<file path="config.mk">
export PLATFORM = sky130hd
export DESIGN_NAME = expr_ctrl_flat
export DESIGN_NICKNAME = d
export VERILOG_FILES = /design/src/rtl/expr_ctrl_if.sv /design/src/rtl/expr_ctrl.sv /design/src/flat_wrapper.sv
export SDC_FILE = /design/constraint.sdc
export NUM_CORES = 1
export LEC_CHECK = 0
export CAP_MARGIN = 20
export CORE_MARGIN = 2
export CORE_UTILIZATION = 41
export DETAILED_ROUTE_END_ITERATION = 7
export GPL_TIMING_DRIVEN = 0
export PLACE_DENSITY = 0.9
export SLEW_MARGIN = 10
export SYNTH_ARGS = -nofsm -noshare
export SYNTH_HDL_FRONTEND = slang
export SYNTH_SLANG_ARGS = --single-unit
</file>
<file path="constraint.sdc">
create_clock -name clk -period 3.82 [get_ports clk]
set_input_delay 0.382 -clock clk [delete_from_list [all_inputs] [get_ports clk]]
set_output_delay 0.382 -clock clk [all_outputs]
set_load 0.05 [all_outputs]
</file>
<file path="src/rtl/expr_ctrl_if.sv">
// expr_ctrl_if: requester byte streams, handshake and session results for expr_ctrl
//   master (requester side) drives req/byte/vld; slave (expr_ctrl) drives rdy/gnt/done/ok/result/owner
interface expr_ctrl_if;
  logic req0, req1, vld0, vld1, rdy0, rdy1, done, ok, owner;
  logic [7:0] byte0, byte1, result;
  logic [1:0] gnt;
  modport master (
    output req0, req1, byte0, byte1, vld0, vld1,
    input  rdy0, rdy1, gnt, done, ok, result, owner
  );
  modport slave (
    input  req0, req1, byte0, byte1, vld0, vld1,
    output rdy0, rdy1, gnt, done, ok, result, owner
  );
endinterface

</file>
<file path="src/rtl/expr_ctrl.sv">
// expr_ctrl: two-requester round-robin session arbiter with ASCII expression grammar check/evaluator
//   clk   : rising-edge clock
//   clr_n : asynchronous active-low reset
//   bus   : expr_ctrl_if.slave (req/byte/vld in, rdy/gnt/done/ok/result/owner out)
//   build macro EXPR_CTRL_EVAL_EN enables sum/prod arithmetic; otherwise result is constant 0
module expr_ctrl (
  input logic        clk,
  input logic        clr_n,
  expr_ctrl_if.slave bus
);
  typedef enum logic [2:0] {IDLE, EXP_NUM, EXP_OP, ERR, DONE} state_t;
  state_t r_state, w_next;
  logic [1:0] r_gnt, w_gnt;
  logic r_last, r_ok, r_owner;
  logic w_req, w_vld, w_act, w_xfer, w_digit, w_op, w_eq, w_grant, w_fin;
  logic [7:0] w_byte;
  assign w_req = r_gnt[1] ? bus.req1 : bus.req0;
  assign w_vld = r_gnt[1] ? bus.vld1 : bus.vld0;
  assign w_byte = r_gnt[1] ? bus.byte1 : bus.byte0;
  assign w_act = r_state == EXP_NUM || r_state == EXP_OP || r_state == ERR;
  // a dropped req aborts the session, so a byte offered in that cycle is discarded
  assign w_xfer = w_act && w_req && w_vld;
  assign w_digit = w_byte >= 8'h30 && w_byte <= 8'h39;
  assign w_op = w_byte == 8'h2B || w_byte == 8'h2A;
  assign w_eq = w_byte == 8'h3D;
  assign w_grant = r_state == IDLE && (bus.req0 || bus.req1);
  assign w_fin = w_xfer && w_eq;
  assign bus.rdy0 = r_gnt[0] && w_act;
  assign bus.rdy1 = r_gnt[1] && w_act;
  assign bus.gnt = r_gnt;
  assign bus.done = r_state == DONE;
  assign bus.ok = r_ok;
  assign bus.owner = r_owner;
  always_comb begin
    w_next = r_state;
    w_gnt = r_gnt;
    case (r_state)
      IDLE: if (w_grant) begin
        w_next = EXP_NUM;
        // r_last holds the index granted last; on contention the other one wins
        w_gnt = (bus.req0 && bus.req1) ? (r_last ? 2'b01 : 2'b10) : {bus.req1, bus.req0};
      end
      EXP_NUM, EXP_OP, ERR: if (!w_req) begin
        w_next = IDLE;
        w_gnt = 2'b00;
      end else if (w_xfer)
        w_next = w_eq ? DONE :
                 (r_state == EXP_NUM && w_digit) ? EXP_OP :
                 (r_state == EXP_OP && w_op) ? EXP_NUM : ERR;
      default: begin
        w_next = IDLE;
        w_gnt = 2'b00;
      end
    endcase
  end
  always_ff @(posedge clk or negedge clr_n)
    if (!clr_n) begin
      r_state <= IDLE;
      r_gnt <= 2'b00;
      r_last <= 1'b1;
      r_ok <= 1'b0;
      r_owner <= 1'b0;
    end else begin
      r_state <= w_next;
      r_gnt <= w_gnt;
      if (w_grant) r_last <= w_gnt[1];
      if (w_fin) begin
        r_ok <= r_state == EXP_OP;
        r_owner <= r_gnt[1];
      end
    end
`ifdef EXPR_CTRL_EVAL_EN
  logic [7:0] r_sum, r_prod, r_result;
  // prod accumulates the current product term, sum the completed terms
  always_ff @(posedge clk or negedge clr_n)
    if (!clr_n) begin
      r_sum <= 8'd0;
      r_prod <= 8'd1;
      r_result <= 8'd0;
    end else if (w_grant) begin
      r_sum <= 8'd0;
      r_prod <= 8'd1;
    end else if (w_fin)
      r_result <= r_state == EXP_OP ? r_sum + r_prod : 8'd0;
    else if (w_xfer && r_state == EXP_NUM && w_digit)
      r_prod <= r_prod * {4'd0, w_byte[3:0]};
    else if (w_xfer && r_state == EXP_OP && w_byte == 8'h2B) begin
      r_sum <= r_sum + r_prod;
      r_prod <= 8'd1;
    end
  assign bus.result = r_result;
`else
  assign bus.result = 8'd0;
`endif
endmodule

</file>
<file path="src/flat_wrapper.sv">
// flat-port wrapper written by rule: the top's interface ports become plain ports
module expr_ctrl_flat 
  (clk, clr_n, bus_req0, bus_req1, bus_byte0, bus_byte1, bus_vld0, bus_vld1, bus_rdy0, bus_rdy1, bus_gnt, bus_done, bus_ok, bus_result, bus_owner);
  expr_ctrl_if bus_i ();
  input logic clk;
  input logic clr_n;
  input wire logic [$bits(bus_i.req0)-1:0] bus_req0;
  input wire logic [$bits(bus_i.req1)-1:0] bus_req1;
  input wire logic [$bits(bus_i.byte0)-1:0] bus_byte0;
  input wire logic [$bits(bus_i.byte1)-1:0] bus_byte1;
  input wire logic [$bits(bus_i.vld0)-1:0] bus_vld0;
  input wire logic [$bits(bus_i.vld1)-1:0] bus_vld1;
  output wire logic [$bits(bus_i.rdy0)-1:0] bus_rdy0;
  output wire logic [$bits(bus_i.rdy1)-1:0] bus_rdy1;
  output wire logic [$bits(bus_i.gnt)-1:0] bus_gnt;
  output wire logic [$bits(bus_i.done)-1:0] bus_done;
  output wire logic [$bits(bus_i.ok)-1:0] bus_ok;
  output wire logic [$bits(bus_i.result)-1:0] bus_result;
  output wire logic [$bits(bus_i.owner)-1:0] bus_owner;
  assign bus_i.req0 = bus_req0;
  assign bus_i.req1 = bus_req1;
  assign bus_i.byte0 = bus_byte0;
  assign bus_i.byte1 = bus_byte1;
  assign bus_i.vld0 = bus_vld0;
  assign bus_i.vld1 = bus_vld1;
  assign bus_rdy0 = bus_i.rdy0;
  assign bus_rdy1 = bus_i.rdy1;
  assign bus_gnt = bus_i.gnt;
  assign bus_done = bus_i.done;
  assign bus_ok = bus_i.ok;
  assign bus_result = bus_i.result;
  assign bus_owner = bus_i.owner;
  expr_ctrl u_core (.clk(clk), .clr_n(clr_n), .bus(bus_i));
endmodule
</file>
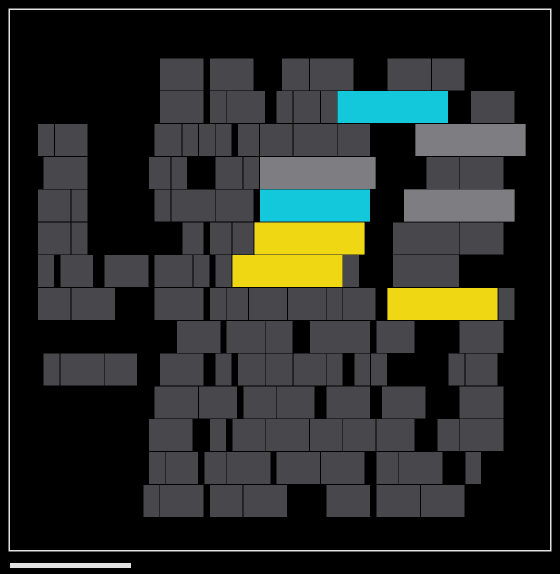
Fig. 1. Where the registers sit.
Scale bar: 10 um. Other sequential cells in the stronger grey, the rest of the logic in the fainter grey.
colour	signal	placed flops
yellow	`u_core.r_state`	3
cyan	`u_core.bus.gnt`	2
not coloured	3

==> impl_metrics.py <==
# Flow results
metrics = {
    "status": {
        "run_status": "complete, no violations",
    },
    "drt": {
        "wirelength_met1_um": 758,
        "first_iter_violations": 16,
        "routed-via-count": 724,
    },
    "setup_path": {
        "r2r_setup_slack_ns": 1.59,
        "crit_family": "buffers and inverters",
        "worst_setup_path_start_kind": "flip-flop",
        "worstPathArrival_ns": 2.13,
    },
    "floorplan": {
        "io_pins": 37,
        "fp.dieW_um": 44.8,
    },
    "clock_tree": {
        "cts.clk_slew.worst_paths_ns": 0.06,
    },
    "sta": {
        "fin_crit_ns": 2.51,
        "fmax_mhz": 399,
        "hold_violations": 0,
    },
    "logic_synthesis": {
        "postSynth.topFlopCell": "sky130_fd_sc_hd__dfrtp_1",
        "synth.cellmix.simpleShare": 0.305,
        "synthesis.instances": 80,
        "topCellsByArea": "sky130_fd_sc_hd__dfrtp_1 (26%), sky130_fd_sc_hd__buf_4 (9.9%), sky130_fd_sc_hd__nor2_1 (5.0%)",
        "synth-edff-count": 0,
        "synth.distinct_cells": 33,
    },
    "layout": {
        "num-nets-final": 142,
        "registers.top_by_ff_count": "u_core.r_state",
        "clockBufferCount": 4,
        "largest_register_ffs": 3,
        "final_cell_count_no_fill": 135,
    },
    "power_and_ir_drop": {
        "seqPwrFrac": 0.265,
        "clock_power_share": 0.133,
        "total_sequential_power_w": 0.000139,
        "power_report.internal_total_w": 0.000282,
    },
    "global_route": {
        "grt_antenna_before_repair": 0,
    },
    "placed_design": {
        "port-buffer-count": 28,
    },
}
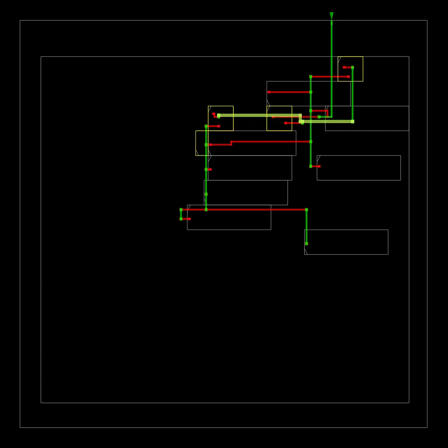
Fig. 2. The clock network.
FF+latch count: 8
Layout Skew: 0.00823 ns
CTS buffer count: 3
Power Clock: 0.0000699 W
Latency at later pin: 0.26 ns

No activity file was given, so power comes from the tool's default toggle rates.
